<file path="config.mk">
export PLATFORM = sky130hd
export DESIGN_NAME = tdm_frame_converter
export DESIGN_NICKNAME = d
export VERILOG_FILES = /design/src/rtl/tdm_frame_converter.sv
export SDC_FILE = /design/constraint.sdc
export NUM_CORES = 1
export LEC_CHECK = 0
export CAP_MARGIN = 20
export CORE_MARGIN = 1
export CORE_UTILIZATION = 40
export CTS_CLUSTER_SIZE = 8
export DETAILED_ROUTE_END_ITERATION = 12
export PLACE_DENSITY = 0.59
export SKIP_CTS_REPAIR_TIMING = 1
export SLEW_MARGIN = 20
export SYNTH_ARGS = -nofsm -noshare
export SYNTH_HDL_FRONTEND = slang
export SYNTH_SLANG_ARGS = --single-unit
</file>
<file path="constraint.sdc">
create_clock -name clk50 -period 3.1 [get_ports clk50]
set_clock_uncertainty 0.05 [all_clocks]
set_input_delay 0.93 -clock clk50 [delete_from_list [all_inputs] [get_ports clk50]]
set_output_delay 0.93 -clock clk50 [all_outputs]
set_load 0.05 [all_outputs]
</file>
<file path="src/rtl/tdm_frame_converter.sv">
// Serial TDM frame converter: oversamples the STM bit clock in clk50, buffers one
// frame of received bits and returns delay/bypass/loopback/mute data with frame alignment.
module tdm_frame_converter #(
  parameter int CHANNELS   = 48,
  parameter int BITS       = 8,
  parameter int FRAME_BITS = CHANNELS * BITS,
  parameter int CW         = $clog2(FRAME_BITS)
) (
  input  logic          clk50,
  input  logic          reset_in_rg,
  input  logic          clk_from_stm,
  input  logic          f0,
  input  logic          data_from_stm,
  input  logic          data_from_dt,
  input  logic [1:0]    mode,
  input  logic          err_clr,
  output logic          data_to_stm,
  output logic          cpu_int,
  output logic          frame_err,
  output logic          locked,
  output logic [CW-1:0] bit_cnt
);

  localparam logic [CW-1:0] LAST   = CW'(FRAME_BITS - 1);
  localparam logic [CW-1:0] PENULT = CW'(FRAME_BITS - 2);

  typedef enum logic [1:0] {UNLOCKED = 2'd0, SEEK = 2'd1, LOCKED = 2'd2} state_t;

  logic [2:0]            r_clk_s;
  logic [1:0]            r_f0_s, r_dstm_s, r_ddt_s;
  logic [FRAME_BITS-1:0] r_sr;
  logic                  r_int_pend;
  state_t                r_state, w_state_nxt;
  logic                  w_tick, w_f0, w_dstm, w_ddt, w_at_last;
  logic                  w_good, w_misplaced, w_missing, w_out_nxt;

  // Sync stages reset to 0 so a clock held high at release looks like a rising edge, not a tick
  always_ff @(posedge clk50 or negedge reset_in_rg) begin
    if (!reset_in_rg) begin
      r_clk_s  <= '0;
      r_f0_s   <= '0;
      r_dstm_s <= '0;
      r_ddt_s  <= '0;
    end else begin
      r_clk_s  <= {r_clk_s[1:0], clk_from_stm};
      r_f0_s   <= {r_f0_s[0], f0};
      r_dstm_s <= {r_dstm_s[0], data_from_stm};
      r_ddt_s  <= {r_ddt_s[0], data_from_dt};
    end
  end

  assign w_tick      = r_clk_s[2] & ~r_clk_s[1];
  assign w_f0        = r_f0_s[1];
  assign w_dstm      = r_dstm_s[1];
  assign w_ddt       = r_ddt_s[1];
  assign w_at_last   = (bit_cnt == LAST);
  assign w_good      = w_tick & ~w_f0 & w_at_last;
  assign w_misplaced = w_tick & ~w_f0 & ~w_at_last;
  assign w_missing   = w_tick & w_f0 & w_at_last;

  always_ff @(posedge clk50 or negedge reset_in_rg) begin
    if (!reset_in_rg) r_state <= UNLOCKED;
    else              r_state <= w_state_nxt;
  end

  always_comb begin
    w_state_nxt = r_state;
    if (w_misplaced || w_missing) begin
      w_state_nxt = UNLOCKED;
    end else if (w_good) begin
      case (r_state)
        UNLOCKED: w_state_nxt = SEEK;
        SEEK:     w_state_nxt = LOCKED;
        LOCKED:   w_state_nxt = LOCKED;
        default:  w_state_nxt = UNLOCKED;
      endcase
    end
  end

  always_comb begin
    locked = (r_state == LOCKED);
  end

  always_comb begin
    w_out_nxt = 1'b1;
    case (mode)
      2'b00:   w_out_nxt = r_sr[FRAME_BITS-1];
      2'b01:   w_out_nxt = w_dstm;
      2'b10:   w_out_nxt = w_ddt;
      default: w_out_nxt = 1'b1;
    endcase
  end

  always_ff @(posedge clk50 or negedge reset_in_rg) begin
    if (!reset_in_rg) begin
      r_sr        <= '0;
      data_to_stm <= 1'b0;
      bit_cnt     <= '0;
    end else if (w_tick) begin
      r_sr        <= {r_sr[FRAME_BITS-2:0], w_dstm};
      data_to_stm <= w_out_nxt;
      bit_cnt     <= (!w_f0 || w_at_last) ? '0 : bit_cnt + CW'(1);
    end
  end

  // A sync fault while locked outranks a simultaneous clear
  always_ff @(posedge clk50 or negedge reset_in_rg) begin
    if (!reset_in_rg)                                 frame_err <= 1'b0;
    else if ((w_misplaced || w_missing) && locked)    frame_err <= 1'b1;
    else if (err_clr)                                 frame_err <= 1'b0;
  end

  // Interrupt trails the bit_cnt load of the last frame bit by one cycle
  always_ff @(posedge clk50 or negedge reset_in_rg) begin
    if (!reset_in_rg) begin
      r_int_pend <= 1'b0;
      cpu_int    <= 1'b0;
    end else begin
      r_int_pend <= w_tick & w_f0 & (bit_cnt == PENULT) & locked;
      cpu_int    <= r_int_pend;
    end
  end

endmodule
</file>
### Cells coloured by class, run 1

Scale bar: 50 um. Fill, decap, tap and diode cells in grey.
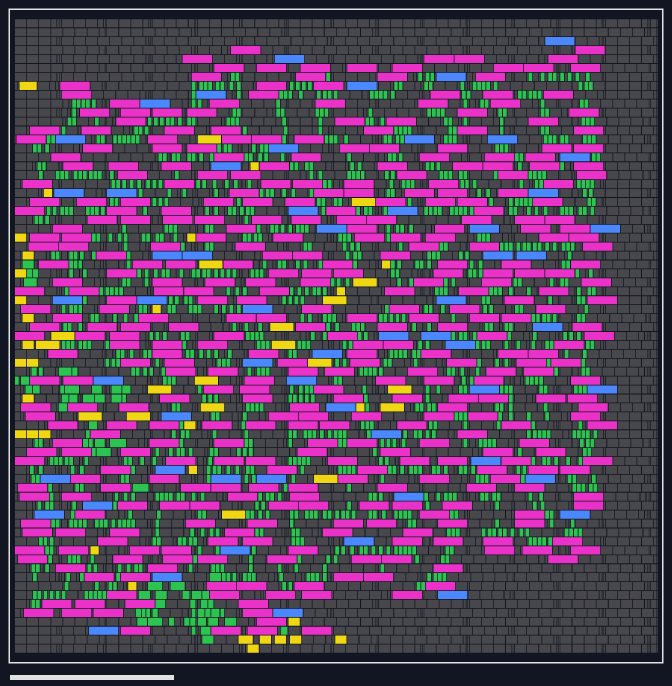
magenta -> registers  # cells 408, share of their area 60%
green -> remaining logic cells  # cells 1,219, share of their area 28%
blue -> clock drivers and dummy loads  # cells 57, share of their area 8.3%
yellow -> remaining buffers and delay cells  # cells 50, share of their area 3.9%
Finished Core Util: 46.9%
flop share of the area: 57.5%
post-route cell area: 17,800 um^2

### Supply network, run 1

Pins as bars on the die edge. Tap cells in grey.
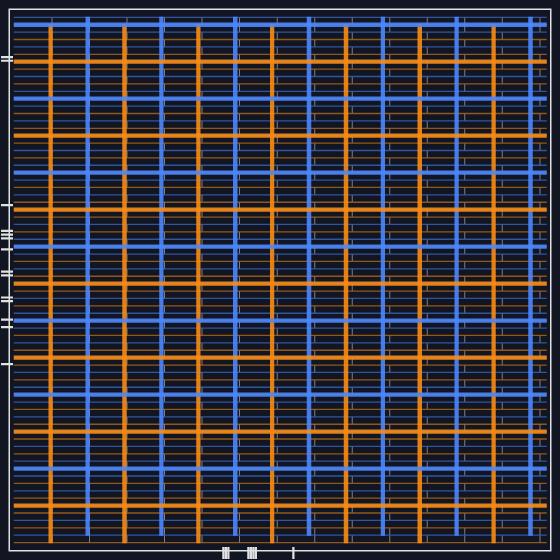
orange -> VSS
blue -> VDD
signal pins = 22
met5 straps = 14
met1 rails = 72
met4 straps = 14

==> impl_metrics.ini, run 1 <==
; synthesis and place-and-route metrics
[place]
place_hpwl_mm = 14.9
dp_cells = 2188
io_buffers = 21
place_ws_ns = 0.624
placed_area_um2 = 16300

[timing]
final_max_slew_viol_count = 0
timing.final.crit_period_ns = 2.90
holdWs_ns = 0.296
setup_viol = 0
relSlewSlack_pct = 54.1

[route]
via_per_inst = 4.62
dr.pass1.iters = 5
antenna_left = 0

[critical_path]
critPathSlowestCell = clkdlybuf4s50_1
cp_top_family = buffers and inverters
cp.depth = 1
setup.worst_path.start = bit_cnt[0]$_DFFE_PN0N_
r2r_end = r_sr[345]$_DFFE_PN0N_
ff2ff_path_depth = 5
cp-start-kind = flip-flop
r2r_start = r_clk_s[2]$_DFF_PN0_
path_buffers = 1
path_cells = clkdlybuf4s50_1
required_ns = 2.12
crit_fanout = 6
cp-end-kind = output port

[grt]
antenna_found_initial = 0
grt_max_degree = 85
grt_first_pass_wirelength_mm = 48.8

[clock_tree]
clk_pin_slew_ns = 0.05
cts_tree = built
clk_latency_ns = 0.55
cts_root_buf = clkbuf_16

[status]
status = finished clean

[die]
dieArea_um2 = 39400
core-area_um2 = 37800
std_cell_rows = 71
fp-utilization_pct = 40.8
die_h_um = 199

[cells_and_area]
seq_area_um2 = 10200
lay_top_cells = 1,161 x nand2_1, 408 x dfrtp_1, 57 x clkbuf_16
n_antenna_cell = 0
logic_area_um2 = 4800
layout-drive-gt1-share_pct = 5.42
nNetsFinal = 1748

[synth]
syn-cell-area_um2 = 15400
yosysWarnings = 0
yosys_area_um2 = 15400
logic_family = simple AND/OR/NAND/NOR gates
simple_gate_area_share_pct = 29.4
fp_nets = 1729
top_area_share_pct = 66.1
yosysCellCount = 1716
ys_sh_adder_pct = 0.324
top_area_cell = dfrtp_1
yosys-top-cells-area = dfrtp_1 66%, nand2_1 28%, buf_2 2.8%
ys_sh_aoi_pct = 0.980
async_flop_share_pct = 100
mux_share_pct = 0.202
yosys.stat.seqShare_pct = 66.1
flop_cell = dfrtp_1

[pwr]
p_per_area_nw_per_um2 = 626
p_leak_nw = 10.0
vdd_ir_drop_max_mv = 0.396

[flow_run]
cap_violations = 0
warnings = 28

[hold_path]
holdCritStartpoint = r_f0_s[0]$_DFF_PN0_
hold_end = r_f0_s[1]$_DFF_PN0_
### Metal 2, run 1

Scale bar: 50 um.
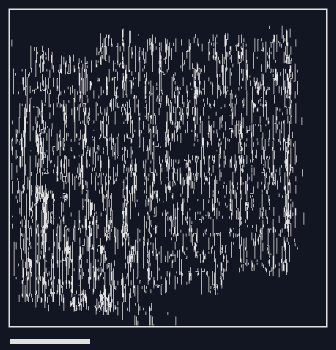
main direction = vertical
share of all routed wire = 45%
nets with wire on the layer = 1,243
longest straight run = 69.7 um
wire length on this layer = 11,800 um
met2 usage: 23.8%
WL final: 26.5 mm

### Clock network drawn from the DEF, run 1

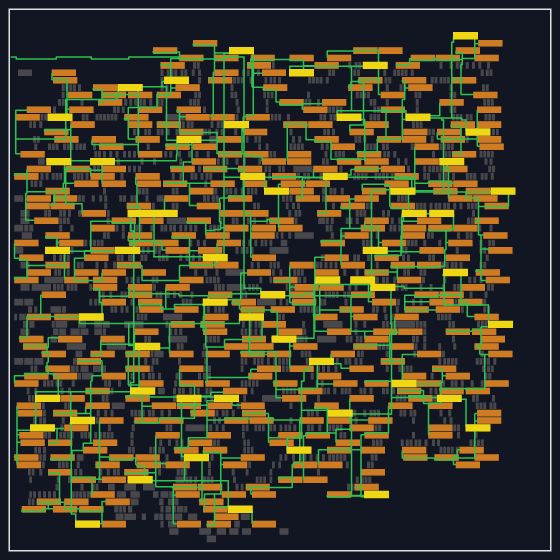
yellow -> clock-net drivers  # count 56
green -> clock wires  # length 5,280 um
orange -> flip-flops  # count 408
flops lie = spread over the die

## run 1: synthesized netlist by cell type (all sizes together) (2+ instances only)
| master | instances |
|---|---|
| ha | 4 |
| nand4b | 4 |
| or3 | 2 |
| nor2b | 3 |
| a22oi | 2 |
| clkbuf | 2 |
| o211ai | 2 |
| nand3 | 5 |
| nor4bb | 2 |
| a32oi | 2 |
| o31ai | 2 |
| inv | 4 |
| nand4 | 2 |
| dfrtp | 408 |
| mux2i | 2 |
| o21ai | 8 |
| nand2b | 2 |
| nand2 | 1161 |
| buf | 87 |
## run 1: kinds of logic (layout without fill, tap and decap cells)
logic type	after synthesis	count (layout)
AND-OR/OR-AND	21	21
adder cells (fa/ha/maj)	4	4
buffers and inverters	93	111
flip-flops	408	408
multiplexers	3	3
AND/OR/NAND/NOR	1187	1187
## run 1: report_power, final
group | internal (mW) | switching (mW) | leakage, nW | total (mW)
logic | 0.126 | 0.352 | 3.67 | 0.478
registers | 5.40 | 0.0506 | 5.67 | 5.45
clock network | 3.17 | 2.01 | 0.702 | 5.18
total | 8.70 | 2.41 | 10.0 | 11.1
## run 1: routing by layer
layer	vias to the layer above	GRT usage, %	share of wire [%]
met3	61	3.27	4.5
met1	4978	19.5	48
met5	-	0	0
li1	5200	-	-
met2	139	23.8	45
met4	0	5.67	2.9
## run 1: flip-flops by register name, indices dropped and copies added (netlist names)
register	cells
bit_cnt	9
cpu_int	1
data_to_stm	1
frame_err	1
r_clk_s	3
r_ddt_s	2
r_dstm_s	2
r_f0_s	2
r_int_pend	1
r_sr	384
r_state	2
## run 1: area by class of cell
class / count / area share, %
sequential: 408 / 57.5
multi-input combinational: 1215 / 27.0
timing repair buffer: 50 / 3.79
inverter: 4 / 0.0845
tap: 511 / 3.60
clock buffer: 57 / 8.03
==> inputs of run 2 (changes only) <==
--- a/config.mk
+++ b/config.mk
@@ -11,6 +11,7 @@
 export CTS_CLUSTER_SIZE = 8
 export DETAILED_ROUTE_END_ITERATION = 12
 export PLACE_DENSITY = 0.59
+export SETUP_SLACK_MARGIN = 0.05
 export SKIP_CTS_REPAIR_TIMING = 1
 export SLEW_MARGIN = 20
 export SYNTH_ARGS = -nofsm -noshare
### Metal 2, run 2

Scale bar: 50 um.
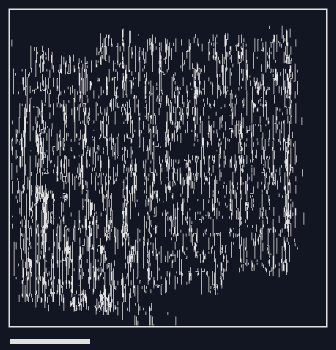
share of all routed wire = 45%
longest straight run = 69.7 um
nets with wire on the layer = 1,243
main direction = vertical
wire length on this layer = 11,800 um
Vias: 10,400

==> impl_metrics.ini, run 2 <==
; synthesis and place-and-route metrics
[synth]
async_flop_share_pct = 100
yosysWarnings = 0
syn_inst = 1716
top_cell = nand2_1
flop_cell = dfrtp_1
syn-cell-area_um2 = 15400
common_cells = 1,161 x nand2_1, 408 x dfrtp_1, 87 x buf_2
top_area_share_pct = 66.1
ys_ff = 408
top_area_cell = dfrtp_1
yosys-top-cells-area = dfrtp_1 66%, nand2_1 28%, buf_2 2.8%
fp_nets = 1729
yosysCellCount = 1716
yosys_area_um2 = 15400
yosys.stat.seqShare_pct = 66.1

[flow_run]
cap_violations = 0
warnings = 28

[route]
wl_per_cell_um = 11.8
via_per_inst = 4.62
antenna_left = 0
dr.pass1.iters = 5
wirelength_mm = 26.5

[pwr]
intPower_mw = 8.70
pg_clk_mw = 5.18
comb_power_share_pct = 4.3
powerSeq_mw = 5.45
power_switching_mw = 2.41
top_power_group = registers
p_sw_share_pct = 21.7
p_leak_nw = 10.0
p_per_area_nw_per_um2 = 626
p_comb_uw = 478
clockPowerShare_pct = 46.7
power.share.sequential_pct = 49.0

[critical_path]
cp.depth = 1
ff2ff_path_depth = 5
r2r_end = r_sr[345]$_DFFE_PN0N_
critPathSlowestCell = clkdlybuf4s50_1
r2r_start = r_clk_s[2]$_DFF_PN0_
required_ns = 2.12
cp-start-kind = flip-flop
crit_fanout = 6
path_buffers = 1
cp_top_family = buffers and inverters
path_cells = clkdlybuf4s50_1
cp-end-kind = output port

[grt]
antenna_found_initial = 0
grt_max_degree = 85
grt_first_pass_wirelength_mm = 48.8

[clock_tree]
clk_path_buf_depth = 3
clk_latency_ns = 0.55
cts_tree = built
clk_pin_slew_ns = 0.05
cts_root_buf = clkbuf_16

[cells_and_area]
n_antenna_cell = 0
largest_reg_flops = 384
nNetsFinal = 1748
design_area_um2 = 17800
layout-drive-gt1-share_pct = 5.42
top_register = r_sr
reg_top3 = r_sr x384, bit_cnt x9, r_clk_s x3
lay_top_cells = 1,161 x nand2_1, 408 x dfrtp_1, 57 x clkbuf_16
final_util_pct = 46.9

[die]
std_cell_rows = 71
dieArea_um2 = 39400
fp-utilization_pct = 40.8

[status]
status = finished clean

[place]
io_buffers = 21
place_ws_ns = 0.624
place_hpwl_mm = 14.9
placed_area_um2 = 16300

[timing]
setup_viol = 0
timing.final.crit_period_ns = 2.90
finalClockPeriodUsage_pct = 93.4
final_max_slew_viol_count = 0
relSlewSlack_pct = 54.1

[hold_path]
holdCritStartpoint = r_f0_s[0]$_DFF_PN0_
hold_end = r_f0_s[1]$_DFF_PN0_
### Supply network, run 2

Pins as bars on the die edge. Tap cells in grey.
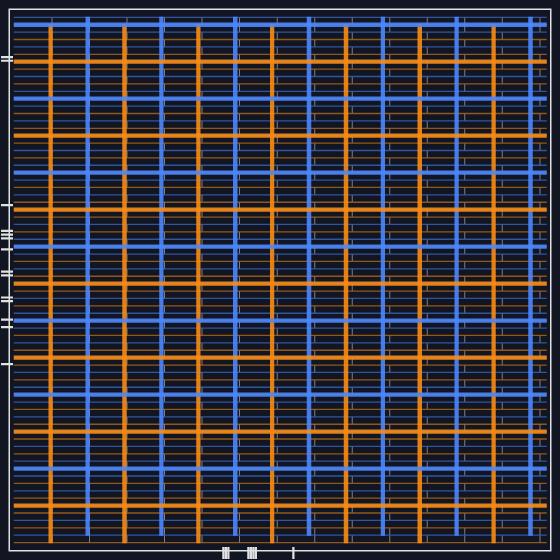
Chip Height: 199 um
core footprint: 37,800 um^2
die width: 199 um
Peak VDD IR: 0.396 mV

-- run 2: cell counts after synthesis --
No cell type changed its count.
-- run 2: worst max path at each step --
stage	endpoint	slack [ns]	start
after floorplan	locked	1.20	r_state[0]$_DFFE_PN0P_
after global placement	locked	0.62	r_state[0]$_DFFE_PN0P_
after detailed placement	locked	0.62	r_state[0]$_DFFE_PN0P_
after CTS	locked	0.02	r_state[0]$_DFFE_PN0P_
after global routing	bit_cnt[0]	0.12	bit_cnt[0]$_DFFE_PN0N_
final	bit_cnt[0]	0.20	bit_cnt[0]$_DFFE_PN0N_
-- run 2: cell families after synthesis --
family	count (synthesis)	share of synthesized area [%]
AOI/OAI and AO/OA	21	0.980
muxes	3	0.202
DFF	408	66.1
adders and majority gates	4	0.324
and+or+nand+nor	1187	29.4
buffers and inverters	93	2.96
-- run 2: through the flow --
| step | std cells | hold WS, ns | power [mW] |
|---|---|---|---|
| after floorplan | 1716 | 0.281 | 5.77 |
| after global routing | 2245 | 0.306 | 11.6 |
| after detailed placement | 2188 | 0.287 | 6.03 |
| after global placement | 2188 | 0.282 | 6.02 |
| final | 2245 | 0.296 | 11.1 |
| after CTS | 2245 | 0.297 | 11.3 |
-- run 2: final cells by class --
class / count / area, um^2 / area share [%]
clock buffers: 57 / 1430 / 8.03
well taps: 511 / 639 / 3.60
flip-flops and latches: 408 / 10200 / 57.5
multi-input cells: 1215 / 4800 / 27.0
repair buffers: 50 / 673 / 3.79
inverters: 4 / 15.0 / 0.0845
-- run 2: metal layers --
layer | part of all wire, % | global-route usage [%]
met1 | 48 | 19.5
met2 | 45 | 23.8
met3 | 4.5 | 3.27
met4 | 2.9 | 5.67
met5 | 0 | 0
==> inputs of run 3 (changes only) <==
--- a/config.mk
+++ b/config.mk
@@ -5,7 +5,6 @@
 export SDC_FILE = /design/constraint.sdc
 export NUM_CORES = 1
 export LEC_CHECK = 0
-export CAP_MARGIN = 20
 export CORE_MARGIN = 1
 export CORE_UTILIZATION = 40
 export CTS_CLUSTER_SIZE = 8
### Supply network, run 3

Pins as bars on the die edge. Tap cells in grey.
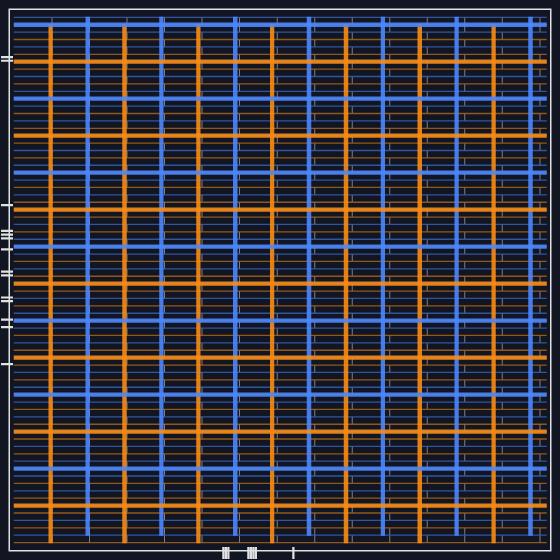
blue -> VDD
orange -> VSS
rows = 71
signal pins = 22
met4 straps = 14

### Clock network drawn from the DEF, run 3

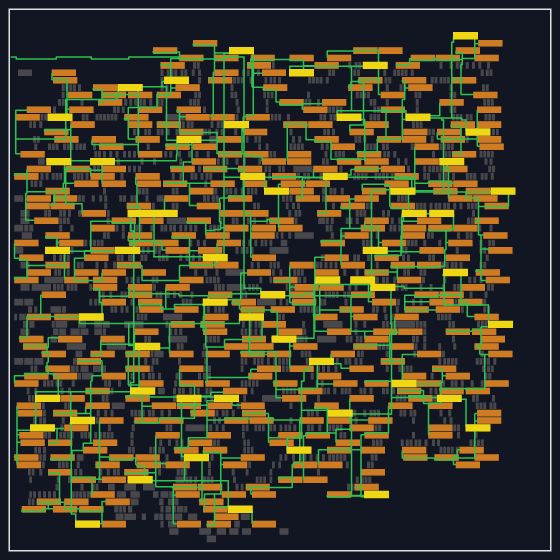
clk pwr: 5.18 mW
latest clock arrival within the worst-skew pair: 0.55 ns
clock share of power: 46.7%

==> impl_metrics.ini, run 3 <==
; synthesis and place-and-route metrics
[cells_and_area]
lay_top_cells = 1,161 x nand2_1, 408 x dfrtp_1, 57 x clkbuf_16
top_register = r_sr
n_antenna_cell = 0
layout-drive-gt1-share_pct = 5.42
largest_reg_flops = 384
final_util_pct = 46.9
nNetsFinal = 1748

[timing]
holdWs_ns = 0.296
timing.final.crit_period_ns = 2.90
setup_viol = 0
finalClockPeriodUsage_pct = 93.4
final_max_slew_viol_count = 0
relSlewSlack_pct = 54.1

[critical_path]
r2r_end = r_sr[345]$_DFFE_PN0N_
crit_fanout = 6
required_ns = 2.12
r2r_start = r_clk_s[2]$_DFF_PN0_
ff2ff_path_depth = 5
critPathSlowestCell = clkdlybuf4s50_1
path_buffers = 1
cp-end-kind = output port
path_cells = clkdlybuf4s50_1
cp_top_family = buffers and inverters
cp-start-kind = flip-flop

[synth]
yosys.stat.seqShare_pct = 66.1
yosys-top-cells-area = dfrtp_1 66%, nand2_1 28%, buf_2 2.8%
syn_inst = 1716
yosys_area_um2 = 15400
common_cells = 1,161 x nand2_1, 408 x dfrtp_1, 87 x buf_2
top_area_share_pct = 66.1
ys_ff = 408
async_flop_share_pct = 100
top_cell = nand2_1
syn-cell-area_um2 = 15400

[clock_tree]
clk_pin_slew_ns = 0.05
cts_root_buf = clkbuf_16

[grt]
grt.met3_usage_pct = 3.27
grtUsageMet1_pct = 19.5
grt-busiest-layer = met2
grt_first_pass_wirelength_mm = 48.8
grt_max_degree = 85
use_met2_pct = 23.8
antenna_found_initial = 0

[route]
wl_met2_mm = 11.8
antenna_left = 0
drt-met1-wl_mm = 12.7
wirelength_mm = 26.5
topRoutingLayerUsed = met4
wl_per_cell_um = 11.8
vias = 10400

[status]
status = finished clean

[die]
std_cell_rows = 71
dieArea_um2 = 39400
core-area_um2 = 37800
die_h_um = 199
fp-utilization_pct = 40.8

[pwr]
p_per_area_nw_per_um2 = 626
vdd_ir_drop_max_mv = 0.396

[hold_path]
hold_end = r_f0_s[1]$_DFF_PN0_
holdCritStartpoint = r_f0_s[0]$_DFF_PN0_

[flow_run]
warnings = 28

[place]
io_buffers = 21
place_hpwl_mm = 14.9
place_ws_ns = 0.624
## run 3: cell counts after synthesis
Identical to the previous run, type by type.
## run 3: cell families (layout without fill, tap and decap cells)
kind of cell | count (synthesis) | after routing | synth area share (%)
buffers and inverters | 93 | 111 | 2.96
AOI/OAI and AO/OA | 21 | 21 | 0.980
DFF | 408 | 408 | 66.1
and+or+nand+nor | 1187 | 1187 | 29.4
adders and majority gates | 4 | 4 | 0.324
muxes | 3 | 3 | 0.202
## run 3: layout make-up
class | count | area, um^2 | area share, %
flip-flops and latches | 408 | 10200 | 57.5
repair buffers | 50 | 673 | 3.79
inverters | 4 | 15.0 | 0.0845
clock buffers | 57 | 1430 | 8.03
multi-input cells | 1215 | 4800 | 27.0
well taps | 511 | 639 | 3.60
## run 3: how the worst max path moves through the flow
stage / start / to / cells past startpoint
final: bit_cnt[0]$_DFFE_PN0N_ / bit_cnt[0] / 1
after global routing: bit_cnt[0]$_DFFE_PN0N_ / bit_cnt[0] / 1
after CTS: r_state[0]$_DFFE_PN0P_ / locked / 3
after detailed placement: r_state[0]$_DFFE_PN0P_ / locked / 3
after global placement: r_state[0]$_DFFE_PN0P_ / locked / 3
after floorplan: r_state[0]$_DFFE_PN0P_ / locked / 2
## run 3: through the flow
step	instances	area [um^2]	total power, mW
2_1_floorplan	1716	15400	5.77
6_report	2245	17800	11.1
5_1_grt	2245	17800	11.6
3_3_place_gp	2188	16300	6.02
3_5_place_dp	2188	16300	6.03
4_1_cts	2245	17800	11.3
## run 3: power by group
| part | switching, mW | leakage (nW) | internal (mW) | total (mW) |
|---|---|---|---|---|
| clock network | 2.01 | 0.702 | 3.17 | 5.18 |
| registers | 0.0506 | 5.67 | 5.40 | 5.45 |
| logic | 0.352 | 3.67 | 0.126 | 0.478 |
Power and IR drop assume default switching activity.
